Fig. 1: wiring by layer
(10 px per um) Only two layers are drawn.
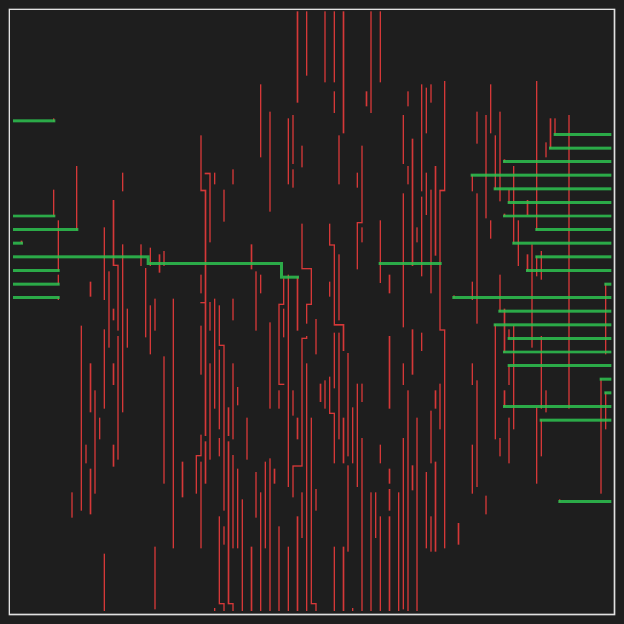
Fig. 2: wires at chosen ports, followed through buffers
(6 px per um)
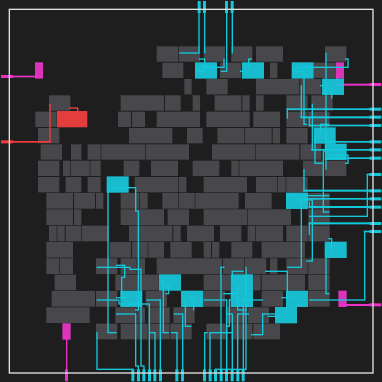
Fig. 3: close-up of the layout
Region (35, 35) to (55, 55) um. Cells in grey, sequential cells in the stronger grey; small squares are vias.
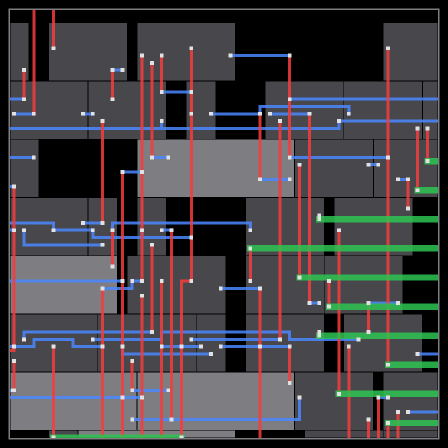
Fig. 4: clock nets
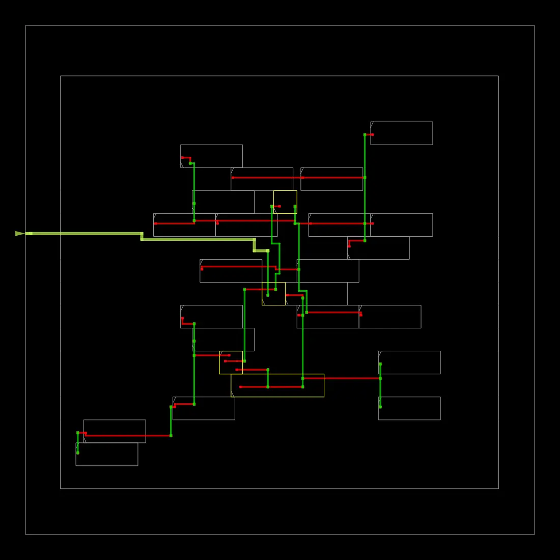
Fig. 5: M2 wires
(6 px per um)
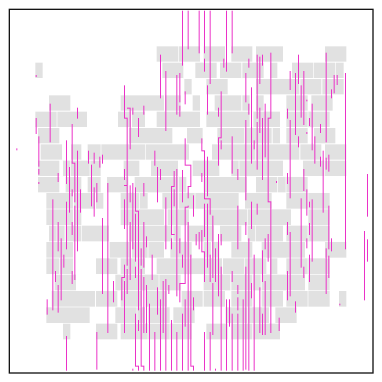
==> config.mk <==
export PLATFORM = sky130hd
export DESIGN_NAME = flash_reader
export DESIGN_NICKNAME = d
export VERILOG_FILES = /design/src/rtl/flash_reader_pkg.sv /design/src/rtl/flash_reader.sv
export SDC_FILE = /design/constraint.sdc
export NUM_CORES = 1
export LEC_CHECK = 0
export CAP_MARGIN = 20
export CORE_MARGIN = 4
export CORE_UTILIZATION = 42
export CTS_CLUSTER_SIZE = 24
export DETAILED_ROUTE_END_ITERATION = 10
export PLACE_DENSITY = 0.85
export RECOVER_POWER = 25
export SYNTH_ARGS = -nofsm -noshare
export SYNTH_HDL_FRONTEND = slang
export SYNTH_SLANG_ARGS = --single-unit
==> constraint.sdc <==
create_clock -name clk -period 2.5 [get_ports clk]
set_clock_uncertainty 0.15 [all_clocks]
set_input_delay 0.375 -clock clk [delete_from_list [all_inputs] [get_ports clk]]
set_output_delay 0.375 -clock clk [all_outputs]
set_load 0.005 [all_outputs]
==> results.cfg <==
; yosys + openroad results
[critical_path]
crit_slowest_cell = sky130_fd_sc_hd__dlygate4sd3_1
rrSetupSlack_ns = 0.81
rr_worst_depth = 6
path_buffers = 2
critical_path_cell_count = 3
critPathRequiredTime_ns = 2.54
worstSetupEndpointType = flop
critical_path.max_stage_delay_ns = 0.94
crit_path_max_fanout = 13
worst_path_cell_trace = dlygate4sd3_1 > clkbuf_1 > nor2_1

[clock_network]
cts-buffers-inserted = 3
cts_post_setup_buffers_inserted = 0
cts_root_buffer = sky130_fd_sc_hd__clkbuf_4
cts.clk_slew.worst_paths_ns = 0.12
clockBufferDepth = 2

[drt]
wirelength_met1_um = 987
drc = 0
firstDrtPassIters = 4
antenna_violating_nets_post_route = 0
dr_wl_met3_um = 257

[timing]
final.hold.worst_slack_ns = 0.364
final.setup.tns_ns = 0
postLayoutSetupSlackWorst_ns = 0.583
tightestPinTransition_ns = 0.629
fmax_mhz = 522
finalCritPeriodShare_pct = 76.7
tightest_slew_margin_relative_to_the_limit_pct = 57.9

[floorplanning]
die_height_um = 60.4
placementRows = 18
chipWidth_um = 60.4
core_util_floorplan_pct = 45.3
core_area_um2 = 2540
die_area_um2 = 3650

[pwr]
p_comb_uw = 424
power_mw = 1.15
power_leakage_nw = 0.602
dominant_power_group = sequential cells
cell_internal_pwr_uw = 820
seqPwrFrac_pct = 39.8
p_sw_share_pct = 28.7
pwr-share-clk_pct = 23.3
vdd_ir_drop_max_mv = 0.570
cellPowerDensity_nw_per_um2 = 670
pwr-share-comb_pct = 36.9

[synthesis]
synth.top_cells.by_count = sky130_fd_sc_hd__dfxtp_1 (22), sky130_fd_sc_hd__nor2_1 (18), sky130_fd_sc_hd__mux2i_1 (17)
top_logic_kind = AND-OR/OR-AND gates
ys_cells = 108
fraction_of_synthesized_cell_area_in_xor_and_xnor_cells_pct = 0.760
top_cell_area_share_pct = 38.2
syn-mean-instance-area_um2 = 10.7
post-synth-top-count-cell = sky130_fd_sc_hd__dfxtp_1
ys_async_sr_fraction_pct = 0
prevailing_post_synth_register_cell = sky130_fd_sc_hd__dfxtp_1
yosys.cell_types.count = 23
ys_seq_elements = 22
post_synth_inst_count = 108
synthAdderAreaFrac_pct = 4.34
synth.cell_area_um2 = 1150

[flow_run]
tool_warnings = 29
timing.max_cap.violations = 0

[finish]
clk_share_pct = 3.06
most_common_logic_cell_in_the_routed_design = sky130_fd_sc_hd__clkdlybuf4s50_1
nonClockBufferCount = 59
register_area_um2 = 440
flow.area_growth_from_synthesis_pct = 49.0
flops = 22
leading_cell_kind = combinational gates
largest_reg_flops = 16
finalNonFillerCells = 192
comb_cells = 73
nonClkBufAreaFrac_pct = 33.7
final_net_count = 205
insertedDiodeCount = 0
design_area_um2 = 1720
n_fill_cell = 207
most_numerous_logic_cells_after_layout = sky130_fd_sc_hd__clkdlybuf4s50_1 (50), sky130_fd_sc_hd__dfxtp_1 (22), sky130_fd_sc_hd__nor2_1 (18), sky130_fd_sc_hd__mux2i_1 (17), sky130_fd_sc_hd__a211oi_2 (13)
nNonClkInverters = 4

[global_routing]
global_route_wire_length_before_repair_um = 4250
antenna_found_initial = 0
met3_demand_to_capacity_share_in_global_routing_pct = 3.62
grt_most_used_layer = met2

[placement]
dp_hpwl_um = 2160

[run_status]
status = completed
## Picture notes: Fig. 1
metal 3: shown in green, wire length 257 um. metal 2: shown in red, wire length 1390 um.
total global-route track usage: 15.7%
final wirelength: 2640 um
WL per Instance: 13.7 um
detailed-route via count: 931

## Picture notes: Fig. 2
`flsh_byteenable`: shown in magenta, bits 4, direction output, edge 2 right, 1 bottom, 1 left, end cells 4, buffers 0, wire 22.3 um. `flsh_readdata`: shown in cyan, bits 32, direction input, edge 16 bottom, 12 right, 4 top, end cells 16, buffers 32, wire 657 um. `startsamplenow`: shown in red, bits 1, direction input, edge left, end cells 1, buffers 1, wire 15.6 um.
I/O Pins: 61
total of buffers placed on input and output ports: 56

## Picture notes: Fig. 3
metal 2: shown in red. metal 3: shown in green. metal 1: shown in blue.
Most frequent: clkdlybuf4s50_1 (10), a211oi_2 (5), mux2i_1 (5). Sequential cells in the window: 4. 30 logic cells have their middle in the window.

## Picture notes: Fig. 4
power consumed by the clock network: 268 uW
Worst-Skew Late Latency: 0.30 ns
clock buffer count: 3

## Picture notes: Fig. 5
179 nets have wire on it. The wires run mostly vertical. The longest straight run is 29.2 um. The layer carries 1390 um of wire. The layer holds 53% of the routed length.
met2 Usage GRT: 30.7%

Power figures rest on the tool's default switching activity, not on a simulated workload.
